run_1/clock_map.png
The bar under the picture is 20 um long.
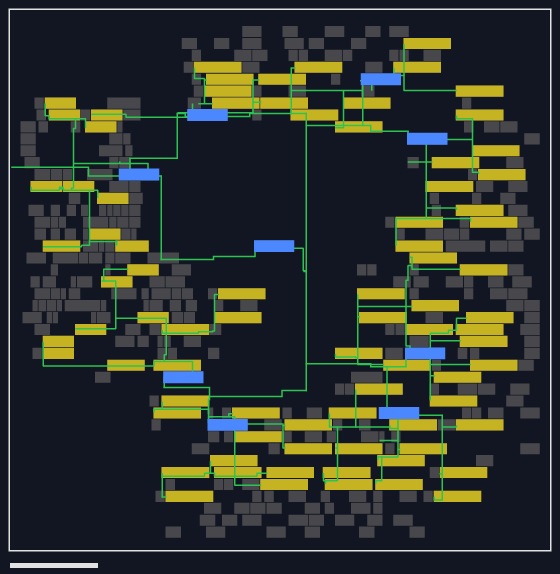
run_1/metal_stack.png
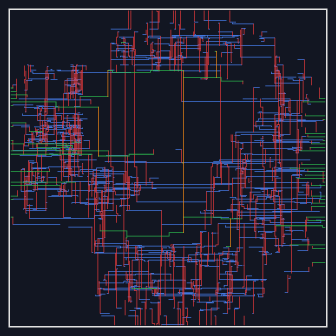
run_1/gate_families.png
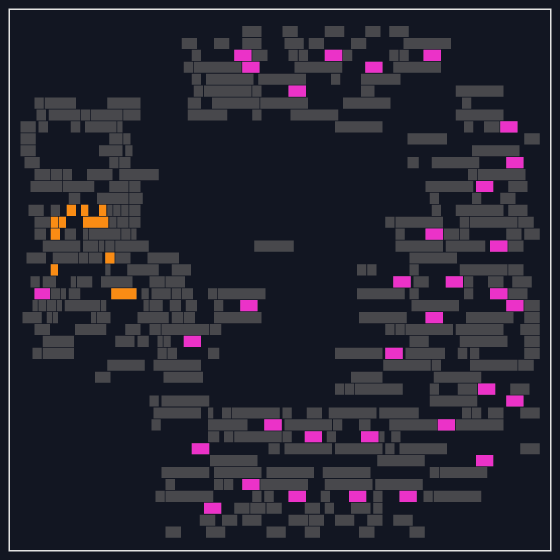
===== src/rtl/afifo_pkg.sv =====
// Shared types and Gray-code helpers for the 4-entry async FIFO.
// Optional read-level output is enabled with AFIFO_RD_LEVEL_EN.
package afifo_pkg;

  localparam int AW = 2;
  localparam int DW = 32;

  typedef logic [AW:0] ptr_t;

  function automatic ptr_t bin2gray(input ptr_t b);
    return b ^ (b >> 1);
  endfunction

  function automatic ptr_t gray2bin(input ptr_t g);
    ptr_t b;
    b[AW] = g[AW];
    for (int i = AW - 1; i >= 0; i--) begin
      b[i] = b[i+1] ^ g[i];
    end
    return b;
  endfunction

endpackage


===== src/rtl/afifo_sync2.sv =====
// Two-flop synchroniser, synchronous active-high reset.
// Shared by the read- and write-side FIFO controllers.
module afifo_sync2 #(
  parameter int W = 1
) (
  input  logic         clk,
  input  logic         rst,
  input  logic [W-1:0] d,
  output logic [W-1:0] q
);

  logic [W-1:0] meta;

  always_ff @(posedge clk) begin
    if (rst) begin
      meta <= '0;
      q    <= '0;
    end else begin
      meta <= d;
      q    <= meta;
    end
  end

endmodule


===== src/rtl/afifo_rd_ctrl.sv =====
// Read-side controller of the async FIFO with a 2-entry skid buffer.
// Define AFIFO_RD_LEVEL_EN to add the registered rd_level output.
module afifo_rd_ctrl
  import afifo_pkg::*;
#(
  parameter int AFIFODW = DW,
  parameter int AFIFOAW = AW
) (
`ifdef AFIFO_RD_LEVEL_EN
  output logic [AFIFOAW:0]   rd_level,
`endif
  input  logic               clk,
  input  logic               rst,
  input  logic [AFIFOAW:0]   wptr_gray,
  output logic [AFIFOAW:0]   rptr_gray,
  output logic [AFIFOAW-1:0] ram_radr,
  input  logic [AFIFODW-1:0] ram_rdata,
  output logic               rd_valid,
  input  logic               rd_ready,
  output logic [AFIFODW-1:0] rd_data,
  output logic               empty
);

  logic [AFIFOAW:0]   wsync_gray;
  logic [AFIFOAW:0]   wsync_bin;
  logic [AFIFOAW:0]   rptr_bin;
  logic [AFIFOAW:0]   rptr_nxt;
  logic               inflight;
  logic [1:0]         buf_cnt;
  logic [AFIFODW-1:0] skid [2];
  logic               head;
  logic               tail;
  logic               pop;
  logic               issue;
  logic               empty_int;
  logic [2:0]         occ;

  afifo_sync2 #(
    .W (AFIFOAW + 1)
  ) u_sync (
    .clk (clk),
    .rst (rst),
    .d   (wptr_gray),
    .q   (wsync_gray)
  );

  assign wsync_bin = gray2bin(wsync_gray);
  assign empty_int = (rptr_bin == wsync_bin);
  assign empty     = empty_int;

  assign rd_valid = (buf_cnt != 2'd0);
  assign rd_data  = skid[head];
  assign pop      = rd_valid && rd_ready;

  // Slots committed after this edge: buffered plus in flight, minus pop.
  assign occ   = {1'b0, buf_cnt} + {2'b0, inflight} - {2'b0, pop};
  assign issue = !empty_int && (occ < 3'd2);

  assign rptr_nxt = issue ? rptr_bin + (AFIFOAW+1)'(1) : rptr_bin;
  assign ram_radr = rptr_bin[AFIFOAW-1:0];

  always_ff @(posedge clk) begin
    if (rst) begin
      rptr_bin  <= '0;
      rptr_gray <= '0;
      inflight  <= 1'b0;
      buf_cnt   <= 2'd0;
      head      <= 1'b0;
      tail      <= 1'b0;
      skid[0]   <= '0;
      skid[1]   <= '0;
    end else begin
      rptr_bin  <= rptr_nxt;
      rptr_gray <= bin2gray(rptr_nxt);
      inflight  <= issue;
      if (inflight) begin
        skid[tail] <= ram_rdata;
        tail       <= ~tail;
      end
      if (pop) begin
        head <= ~head;
      end
      case ({inflight, pop})
        2'b10:   buf_cnt <= buf_cnt + 2'd1;
        2'b01:   buf_cnt <= buf_cnt - 2'd1;
        default: buf_cnt <= buf_cnt;
      endcase
    end
  end

`ifdef AFIFO_RD_LEVEL_EN
  always_ff @(posedge clk) begin
    if (rst) begin
      rd_level <= '0;
    end else begin
      rd_level <= wsync_bin - rptr_bin;
    end
  end
`endif

endmodule

===== config.mk =====
export PLATFORM = sky130hd
export DESIGN_NAME = afifo_rd_ctrl
export DESIGN_NICKNAME = d
export VERILOG_FILES = /design/src/rtl/afifo_pkg.sv /design/src/rtl/afifo_sync2.sv /design/src/rtl/afifo_rd_ctrl.sv
export SDC_FILE = /design/constraint.sdc
export NUM_CORES = 1
export LEC_CHECK = 0
export CORE_MARGIN = 2
export CORE_UTILIZATION = 25
export DETAILED_ROUTE_END_ITERATION = 8
export SETUP_SLACK_MARGIN = 0.5
export SKIP_CTS_REPAIR_TIMING = 1
export SLEW_MARGIN = 20
export SYNTH_ARGS = -nofsm -noshare
export SYNTH_HDL_FRONTEND = slang
export SYNTH_SLANG_ARGS = --single-unit

===== constraint.sdc =====
create_clock -name clk -period 3 [get_ports clk]
set_input_delay 0.75 -clock clk [delete_from_list [all_inputs] [get_ports clk]]
set_output_delay 0.75 -clock clk [all_outputs]
set_load 0.01 [all_outputs]

==> flow_summary.ini, run 1 <==
; synthesis and place-and-route metrics
[power]
p_switching_mw = 1.084
power_leader = registers
p_seq_mw = 1.56
power.internal_mw = 2.686
sw_frac_of_total = 0.2875
powerDensity_nw_per_um2 = 745.1
pwr-share-comb = 0.320
max-vdd-ir-drop_mv = 0.3308
seqPwrFrac = 0.413

[finish]
fin_util = 0.3645
lay_top_cells = and2_1 (64), edfxtp_1 (64), clkdlybuf4s50_1 (50), mux2_2 (32), dlymetal6s2s_1 (26)
area_growth_pct = 42.34
drive_gt1_frac = 0.2368
layout.nets = 394
antennaDiodeCount = 0

[setup_path]
cp.required_ps = 2250
r2r.worst_path.cells = 9
r2r-end = rptr_gray[1]
arrival_ps = 1800
criticalPathCategory = flip-flop to output port
reg2reg_slack_ps = 850
timing.rr.start = buf_cnt[1]
crit_fanout = 11
cp-start-kind = flip-flop
worstSetupEndpoint = rd_data[14]

[placed_design]
routabilityCongestion = 0.6778
hpwl_um = 4657
io_buffers = 76

[global_route]
antenna_found_initial = 0
grt_overflow = 0
grt_pass1_vias = 2313
grt_pass1_wl_um = 11540

[clocking]
cts_sinks = 81
cts_max_level = 3
cts_root_buffer = clkbuf_16
clk_pin_slew_ps = 60
cts_tree = yes
numCtsBuffers = 9
cts_max_path_buffers = 2

[timing]
fin_crit_sh = 0.8512
final_max_slew_viol_count = 0
worst_slew_pin_slew_ps = 896.5
fmax_ghz = 0.3916
min_period_ps = 2554
maxSlewHeadroom = 0.4024
setup_viol = 0
hold_ws_ps = 438.5
hold_violations = 0
rsz0062_at_grt = yes
setup_tns_ps = 0

[yosys]
ys_warn_count = 0
common_cells = and2_1 (65), edfxtp_1 (64), mux2_2 (32), dfxtp_1 (17), clkbuf_1 (11)
ys_types = 36
synth_nets = 303
yosys.stat.seqShare = 0.6364
top_area_cell = edfxtp_1
syn_avg_cell_area_um2 = 13.52
async_flop_share = 0
synth_flops = 81
synth_cells = 263
top_area_frac = 0.5407
yosysMostFrequentCell = and2_1
yosys-top-cells-area = edfxtp_1 (54%), and2_1 (11%), mux2_2 (10%)
yosys-stat-area_um2 = 3555
synth_area_um2 = 3555
synth_top_flop_cell = edfxtp_1

[drt]
first_iter_violations = 133
via_per_inst = 4.275
wl_per_cell_um = 14.81
first_pass_iters = 4
ant_nets = 0
wl_um = 7982
drc = 0

[worst_hold_path]
whs_endpoint = u_sync.q[0]
hold_depth = 1
min-delay-start = u_sync.meta[0]
min_path_type = flip-flop to flip-flop

[outcome]
status = complete, no violations

[floorplan]
initCoreUtil = 0.2561
die-area_um2 = 15190
row_count = 43
fp.dieH_um = 123.2
core_um2 = 13880
pin_count = 77
fp.dieW_um = 123.2
About clock_map.png:
legend:
  blue:
    item: cells driving clock nets
    count: 9
  yellow:
    item: flip-flops
    count: 81
  green:
    item: clock wires
    length: 1,090 um
routed clock nets: 10
clk latency late pin: 340 ps
Setup Skew: 6.806 ps
Power Clock: 1.01 mW
fraction of power consumed by the clock network: 0.267

About metal_stack.png:
legend:
  red:
    layer: met2
    wire_length: 3,680 um
  orange:
    layer: met4
    wire_length: 114 um
  green:
    layer: met3
    wire_length: 581 um
  blue:
    layer: met1
    wire_length: 3,610 um
via count: 2,304
GRT Resource Usage Total: 0.1034

About gate_families.png:
legend:
  magenta:
    family: multiplexers
    cells: 33
    most_used: mux2_2
  orange:
    family: inverting AOI/OAI gates
    cells: 10
    most_used: a21oi_1
    where: middle left
logic share of the area: 0.2502
fin cells: 539

[run 1: cells by family after synthesis]
family / Yosys count / synth area share
AOI/OAI and AO/OA: 12 / 0.02218
xor gates and xnor gates: 6 / 0.01690
and+or+nand+nor: 110 / 0.1908
adders and majority gates: 2 / 0.009151
muxes: 33 / 0.1042
buffers and inverters: 19 / 0.02041
DFF: 81 / 0.6364
[run 1: stage by stage]
| step | instance area, um^2 | power, mW | worst slack (ps) | std cells |
|---|---|---|---|---|
| 2_1_floorplan | 3556 | 2.146 | 567.3 | 263 |
| 5_1_grt | 5060 | 3.976 | 373.2 | 539 |
| 3_3_place_gp | 4571 | 2.685 | 99.46 | 512 |
| 4_1_cts | 4841 | 3.733 | -127.6 | 528 |
| 6_report | 5060 | 3.770 | 446.5 | 539 |
| 3_5_place_dp | 4571 | 2.706 | 10.01 | 512 |
[run 1: critical path, cell delays in order, from the launching register on]
cell             delay, ps
dfxtp_4                360
buf_12                 120
buf_12                 140
mux2_2                 330
clkdlybuf4s50_1        510
[run 1: per-layer routing]
metal	vias to the layer above	track usage	share of wire
met1	1115	0.1278	0.45
met4	0	0.04048	0.014
met2	69	0.1590	0.46
li1	1107	-	-
met3	13	0.04474	0.073
met5	-	0	0
[run 1: final cells by class]
type	instances	area, um^2
fill	1350	8821
sequential	81	2271
multi-input combinational	163	1266
timing repair buffer	96	1016
clock buffer	9	225.2
tap	180	225.2
clock inverter	7	45.04
inverter	3	11.26
[run 1: registers in the layout, summed over array words and instances (netlist names), named ones only]
signal and cells:
buf_cnt 2, head 1, inflight 1, rptr_bin 2, rptr_gray 3, skid 64, tail 1, u_sync.meta 3
u_sync.q 3
run_1/final_clocks.png
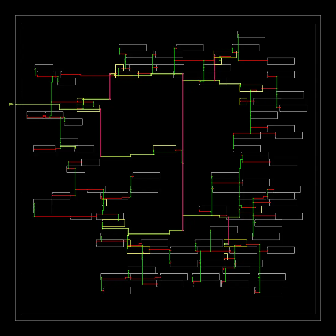

==> run 1 -> run 2 <==
--- a/config.mk
+++ b/config.mk
@@ -7,10 +7,10 @@
 export LEC_CHECK = 0
 export CORE_MARGIN = 2
 export CORE_UTILIZATION = 25
+export CTS_BUF_LIST = sky130_fd_sc_hd__clkbuf_4 sky130_fd_sc_hd__clkbuf_8
 export DETAILED_ROUTE_END_ITERATION = 8
 export SETUP_SLACK_MARGIN = 0.5
 export SKIP_CTS_REPAIR_TIMING = 1
-export SLEW_MARGIN = 20
 export SYNTH_ARGS = -nofsm -noshare
 export SYNTH_HDL_FRONTEND = slang
 export SYNTH_SLANG_ARGS = --single-unit
run_2/final_clocks.png
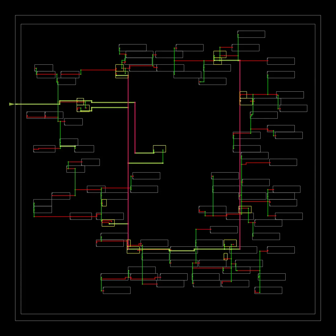
flip-flops: 81
CTS buffer count: 9

run_2/clock_map.png
The bar under the picture is 20 um long.
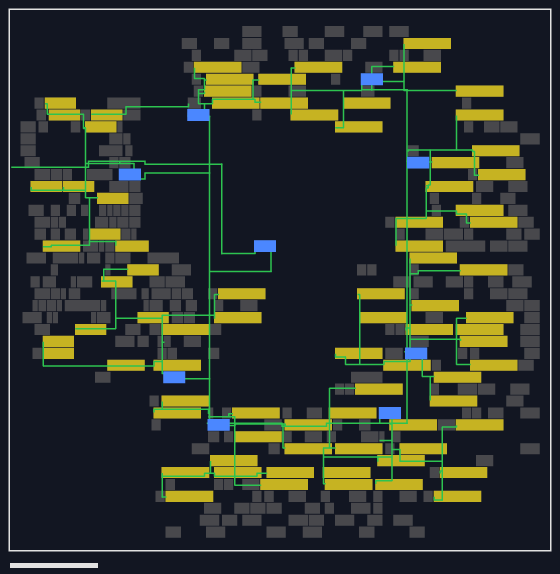
legend:
  blue:
    item: cells driving clock nets
    count: 9
  yellow:
    item: flip-flops
    count: 81
  green:
    item: clock wires
    length: 1,090 um
routed clock nets: 10
flops lie: widely spread
fraction of power consumed by the clock network: 0.207
clk latency late pin: 370 ps
Setup Skew: 7.783 ps
Power Clock: 0.717 mW

==> flow_summary.ini, run 2 <==
; synthesis and place-and-route metrics
[worst_hold_path]
min_path_type = flip-flop to flip-flop
hold_depth = 1
min-delay-start = u_sync.meta[0]

[drt]
via_per_inst = 4.252
first_iter_violations = 110
vias = 2292
ant_nets = 0
wl_per_cell_um = 14.80

[yosys]
yosys-top-cells-area = edfxtp_1 (54%), and2_1 (11%), mux2_2 (10%)
async_flop_share = 0
mux_area_frac = 0.1042
top_area_cell = edfxtp_1
synthAoiAreaFrac = 0.02218
synth_nets = 303
top_area_frac = 0.5407
ys_warn_count = 0
yosys.stat.seqShare = 0.6364
synthTopLogicFamily = simple AND/OR/NAND/NOR gates
synth_area_um2 = 3555
syn_avg_cell_area_um2 = 13.52
synth_cells = 263
fa_ha_area_frac = 0.009152
common_cells = and2_1 (65), edfxtp_1 (64), mux2_2 (32), dfxtp_1 (17), clkbuf_1 (11)
simple_gate_area_frac = 0.1908
yosysMostFrequentCell = and2_1
synth_flops = 81
synth_top_flop_cell = edfxtp_1

[power]
max-vdd-ir-drop_mv = 0.3149
fin_total_pwr_mw = 3.458
powerDensity_nw_per_um2 = 696.0

[placed_design]
place_area_um2 = 4571
routabilityCongestion = 0.6778
io_buffers = 76
hpwl_um = 4657

[finish]
lay_top_cells = and2_1 (64), edfxtp_1 (64), clkdlybuf4s50_1 (42), dlymetal6s2s_1 (34), mux2_2 (32)
final_area_um2 = 4969
drive_gt1_frac = 0.2312
num-fill-cells = 1364
layout.nets = 394
area_growth_pct = 39.77
largest_register_ffs = 64

[setup_path]
criticalPathCategory = flip-flop to output port
r2r.worst_path.cells = 9
crit_fanout = 9
arrival_ps = 1770
r2r-end = rptr_bin[0]
worstSetupEndpoint = empty
reg2reg_slack_ps = 880
timing.rr.start = buf_cnt[1]
cp-start-kind = flip-flop

[floorplan]
fp.dieW_um = 123.2
core_um2 = 13880
die-area_um2 = 15190
initCoreUtil = 0.2561
row_count = 43
pin_count = 77

[outcome]
status = complete, no violations

[timing]
min_period_ps = 2515
fin_crit_sh = 0.8384
rsz0062_at_grt = yes
fmax_ghz = 0.3976
worst_slew_pin_slew_ps = 908.4
hold_violations = 0
setup_viol = 0
maxSlewHeadroom = 0.3944
final_max_slew_viol_count = 0
finalWorstSetupSlack_ps = 484.9
hold_ws_ps = 442.0

[global_route]
grt_pass1_wl_um = 11530
grt_pass1_vias = 2305
antenna_found_initial = 0
gr-usage-all-layers = 0.1042

[clocking]
cts_max_path_buffers = 2
cts_sinks = 81
cts_root_buffer = clkbuf_8
cts_tree = yes
clk_pin_slew_ps = 80
run 2: cell counts after synthesis:
No cell type changed its count.
run 2: layout make-up:
class	count	area, um^2	share of cell area
clock inverter	7	45.04	0.009066
sequential	81	2271	0.4571
multi-input combinational	163	1256	0.2528
clock buffer	9	123.9	0.02493
timing repair buffer	96	1036	0.2085
inverter	3	11.26	0.002266
tap	180	225.2	0.04533
run 2: power breakdown:
part	internal (mW)	switching, mW
clock network	0.299	0.418
logic	0.657	0.530
registers	1.45	0.0998
run 2: metal layers:
layer / global-route usage / share of wire / vias to the layer above
met5: 0 / 0 / -
met3: 0.04197 / 0.066 / 11
met1: 0.1272 / 0.45 / 1118
met4: 0.05114 / 0.021 / 0
li1: - / - / 1102
met2: 0.1593 / 0.46 / 61
run 2: cell families after synthesis:
logic type	count (synthesis)
flip-flops	81
adder cells (fa/ha/maj)	2
AND/OR/NAND/NOR	110
multiplexers	33
XOR/XNOR	6
AND-OR/OR-AND	12
buffers and inverters	19
run 2: worst min-delay path by stage:
stage                   to  slack, ps
5_1_grt        u_sync.q[2]        470
4_1_cts        u_sync.q[0]        450
3_5_place_dp   u_sync.q[2]        420
6_report       u_sync.q[0]        440
3_3_place_gp   u_sync.q[0]        420
2_1_floorplan  u_sync.q[0]        410
run 2: metrics by stage:
| stage | util | std cells | setup TNS, ps |
|---|---|---|---|
| after detailed placement | 0.3293 | 512 | 0 |
| after floorplan | - | 263 | 0 |
| after CTS | 0.3414 | 528 | -172.7 |
| after global routing | 0.3579 | 539 | 0 |
| after global placement | 0.3293 | 512 | 0 |
| final | 0.3579 | 539 | 0 |
run 2: worst max-delay path: stages, from the launching register on:
cell and delay, ps:
dfxtp_4 380, xor2_2 170, and4_4 200, nor4_4 350, inv_2 110, dlymetal6s2s_1 190
Power and IR drop assume default switching activity.
